[src/rtl/sub_serial.sv]
// Bit-serial unsigned subtractor, LSB first, one bit per clock.
// Valid/ready handshake on both the operand and the result side.
module sub_serial #(
    parameter int WIDTH = 4
) (
    input  logic             clk,
    input  logic             rst_n,
    input  logic             start_valid,
    output logic             start_ready,
    input  logic [WIDTH-1:0] a,
    input  logic [WIDTH-1:0] b,
    output logic             result_valid,
    input  logic             result_ready,
    output logic [WIDTH-1:0] diff,
    output logic             borrow_out,
    output logic             zero
);

    localparam int CW = $clog2(WIDTH + 1);
    localparam logic [CW-1:0] LAST = CW'(WIDTH - 1);
    localparam logic [CW-1:0] FULL = CW'(WIDTH);

    typedef enum logic [1:0] {
        IDLE,
        BUSY,
        DONE
    } state_t;

    state_t          state_q;
    logic [WIDTH-1:0] a_q;
    logic [WIDTH-1:0] b_q;
    logic [WIDTH-1:0] diff_q;
    logic             br_q;
    logic [CW-1:0]    cnt_q;

    logic ai;
    logic bi;
    logic d_d;
    logic br_d;

    assign ai   = a_q[0];
    assign bi   = b_q[0];
    assign d_d  = ai ^ bi ^ br_q;
    assign br_d = (~ai & bi) | (~(ai ^ bi) & br_q);

    // Handshake flags come straight from the state register.
    assign start_ready  = (state_q == IDLE);
    assign result_valid = (state_q == DONE);

    // zero is qualified by a full count so it reads 0 after reset
    // and after an accept, yet holds its result value in IDLE.
    assign diff       = diff_q;
    assign borrow_out = br_q;
    assign zero       = (cnt_q == FULL) & ~|diff_q;

    // Control FSM and serial datapath: capture, shift, hand off.
    always_ff @(posedge clk or negedge rst_n) begin
        if (!rst_n) begin
            state_q <= IDLE;
            a_q     <= '0;
            b_q     <= '0;
            diff_q  <= '0;
            br_q    <= 1'b0;
            cnt_q   <= '0;
        end else begin
            case (state_q)
                IDLE: begin
                    if (start_valid) begin
                        a_q     <= a;
                        b_q     <= b;
                        diff_q  <= '0;
                        br_q    <= 1'b0;
                        cnt_q   <= '0;
                        state_q <= BUSY;
                    end
                end
                BUSY: begin
                    diff_q <= {d_d, diff_q[WIDTH-1:1]};
                    a_q    <= {1'b0, a_q[WIDTH-1:1]};
                    b_q    <= {1'b0, b_q[WIDTH-1:1]};
                    br_q   <= br_d;
                    cnt_q  <= cnt_q + 1'b1;
                    if (cnt_q == LAST) begin
                        state_q <= DONE;
                    end
                end
                DONE: begin
                    if (result_ready) begin
                        state_q <= IDLE;
                    end
                end
                default: begin
                    state_q <= IDLE;
                end
            endcase
        end
    end

endmodule

[config.mk]
export PLATFORM = sky130hd
export DESIGN_NAME = sub_serial
export DESIGN_NICKNAME = d
export VERILOG_FILES = /design/src/rtl/sub_serial.sv
export SDC_FILE = /design/constraint.sdc
export NUM_CORES = 1
export LEC_CHECK = 0
export CAP_MARGIN = 0
export CORE_UTILIZATION = 48
export CTS_CLUSTER_DIAMETER = 100
export DETAILED_ROUTE_END_ITERATION = 6
export PLACE_DENSITY = 0.76
export REMOVE_ABC_BUFFERS = 1
export SYNTH_ARGS = -nofsm -noshare
export SYNTH_HDL_FRONTEND = slang
export SYNTH_SLANG_ARGS = --single-unit
[constraint.sdc]
create_clock -name clk -period 1.3 [get_ports clk]
set_input_delay 0.26 -clock clk [delete_from_list [all_inputs] [get_ports clk]]
set_output_delay 0.26 -clock clk [all_outputs]
set_load 0.02 [all_outputs]
==> Slide: Implementation Results <==
Physical Implementation Snapshot

CTS
  – CTS tree: done
  – Inserted Clock Buffers: 3
  – Post-CTS Resized: 39
  – Post-CTS Hold Buffers: 0
  – CTS Sinks: 18
  – CTS Root Buffer Type: clkbuf_4
  – Clock Tree Buf Depth: 2
  – Clk pin slew, worst setup/hold paths: roughly 0.10 ns

Power
  – Lkg Pwr: 0.634 nW
  – Seq pwr: ~1 mW
  – Seq pwr share: 0.306
  – Psw: 1.22 mW
  – Max IR drop VDD: 0.00161 V
  – Power share of the combinational group: 0.587
  – Overall Power: 3.28 mW

Route
  – Wire length on met1: 924 um
  – DRC violations left: 0
  – Initial DRT Pass Iterations: 4
  – Initial drt markers: 27
  – Total vias in the final route: 742
  – Post-route ant nets: 0
  – DR top layer: met4
  – WL final: 2140 um

Critical path
  – Top delay family on crit path: flip-flops
  – Crit Reg-Reg Endpoint: b_q[2]
  – Slowest-stage cell, CP: dfrtp_1
  – Setup crit start: cnt_q[1]
  – Buffers & Inverters on Critical Path: 2
  – WP data arrival: 1.31 ns
  – Slowest stage delay, CP: 0.39 ns
  – RR Startpoint: state_q[1]
  – Crit path depth: 5
  – Crit path kind: reg2out
  – Startpoint class of the critical path: flip-flop

Logic synthesis
  – Post-synth EDFFs: 0
  – Syn_area_per_cell: 12.6 um^2
  – Synthesized registers: 18
  – Cell Type Count: 26
  – Most used DFF post-synth: dfrtp_1
  – Synth area leaders: dfrtp_1 50%, a22o_1 5.8%, ha_1 4.1%
  – Cell area after synthesis: 905 um^2
  – Dominant cell area share: 0.498
  – Mapped Cells: 72
  – Post-synth top cells: 18 x dfrtp_1, 8 x inv_1, 6 x a22o_1
  – Count leader, synth: dfrtp_1

Finish
  – Core Util, Final: 0.770
  – Flop count: 18
  – Design area: 1340 um^2
  – Clock network contribution to total cell area: 0.0270
  – Top class by area: sequential cells
  – Layout cell share with drive strength beyond 1: 0.434
  – Ant. Diodes: 0
  – Syn-to-layout area delta: 48.5%
  – Non-clk bufs: 41
  – Multi-input logic area: 443 um^2

Global route
  – Total grt overflow: 0
  – Met1 Use GR: 0.293
  – Vias in the first global route: 759
  – Overall Global Routing Usage: 0.236
  – First-pass GRT wire length: 3350 um
  – Largest net degree at the start of global routing: 19

STA
  – Final Hold Fails: 0
  – Slew Limit Headroom: 0.769
  – Fmax: between 600 and 700 MHz
  – Setup TNS: -0.557 ns
  – Final Setup Violations: 6
  – Fin. max-slew vios: 0
  – Worst Max-Slew Pin Slew: 0.343 ns
  – Setup WS post-layout: -0.271 ns
  – Unrepaired setup endpoints after global routing: true

Die
  – Init Core Util: 0.518
  – Site Rows: 15
  – Core ar.: about 1700 um^2
  – Die area: 2060 um^2
  – Well Taps: 25

Placed design
  – Port-buffer cells: 19
  – Area post-placement: 1190 um^2

Run status
  – Outcome: finished with violations
  – Failing checks: negative setup slack

Min path
  – Hold Path Class: in2async

Flow run
  – Max-Cap Viols: 0
## state kept, by name (all words and copies together) (netlist names)
register	cells
b_q	4
diff	4
state_q	2
borrow_out	1
cnt_q	3
a_q	4
## cell families after synthesis
| group | count (synthesis) | synth area share |
|---|---|---|
| flops | 18 | 0.498 |
| buf+inv | 12 | 0.0788 |
| mux | 1 | 0.0111 |
| simple gates | 18 | 0.147 |
| compound gates | 19 | 0.202 |
| fa+ha+maj | 4 | 0.0636 |
## placed cells by master (no fill, tap or decap), types with 2 or more instances in the layout
cell type,count
a222oi_1,3
a22o_1,6
buf_2,6
buf_4,16
buf_6,8
clkbuf_4,3
clkdlybuf4s50_1,11
dfrtp_1,16
dfrtp_2,2
ha_1,2
inv_1,8
nand4bb_1,2
nor2b_1,3
nor2b_4,2
o221a_2,2
or4b_1,2
Fig. 1: gate-type map
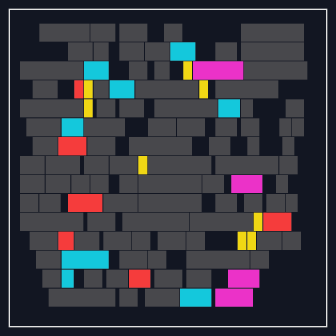
legend:
  cyan:
    family: inverting AOI/OAI gates
    cells: 8
    most_used: a222oi_1
  red:
    family: NAND gates
    cells: 6
    most_used: nand4bb_1
  magenta:
    family: adder and majority cells
    cells: 4
    most_used: ha_1
  yellow:
    family: inverters
    cells: 8
    most_used: inv_1
Comb/total area: 0.330
Layout Cells excl Fill: 138

Fig. 2: routed clock nets over the placement
Scale bar: 10 um.
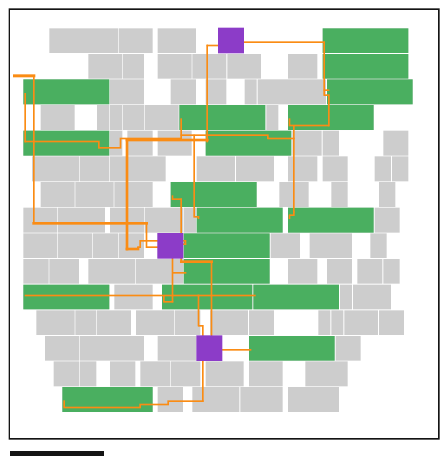
legend:
  purple:
    item: clock drivers
    count: 3
  orange:
    item: clock wires
    length: 241 um
  green:
    item: flip-flops
    count: 18
routed clock nets: 4
Clk pwr share: 0.107
clk_lat worst skew: 0.30 ns
Power Clock: 0.352 mW

Power and IR drop assume default switching activity.
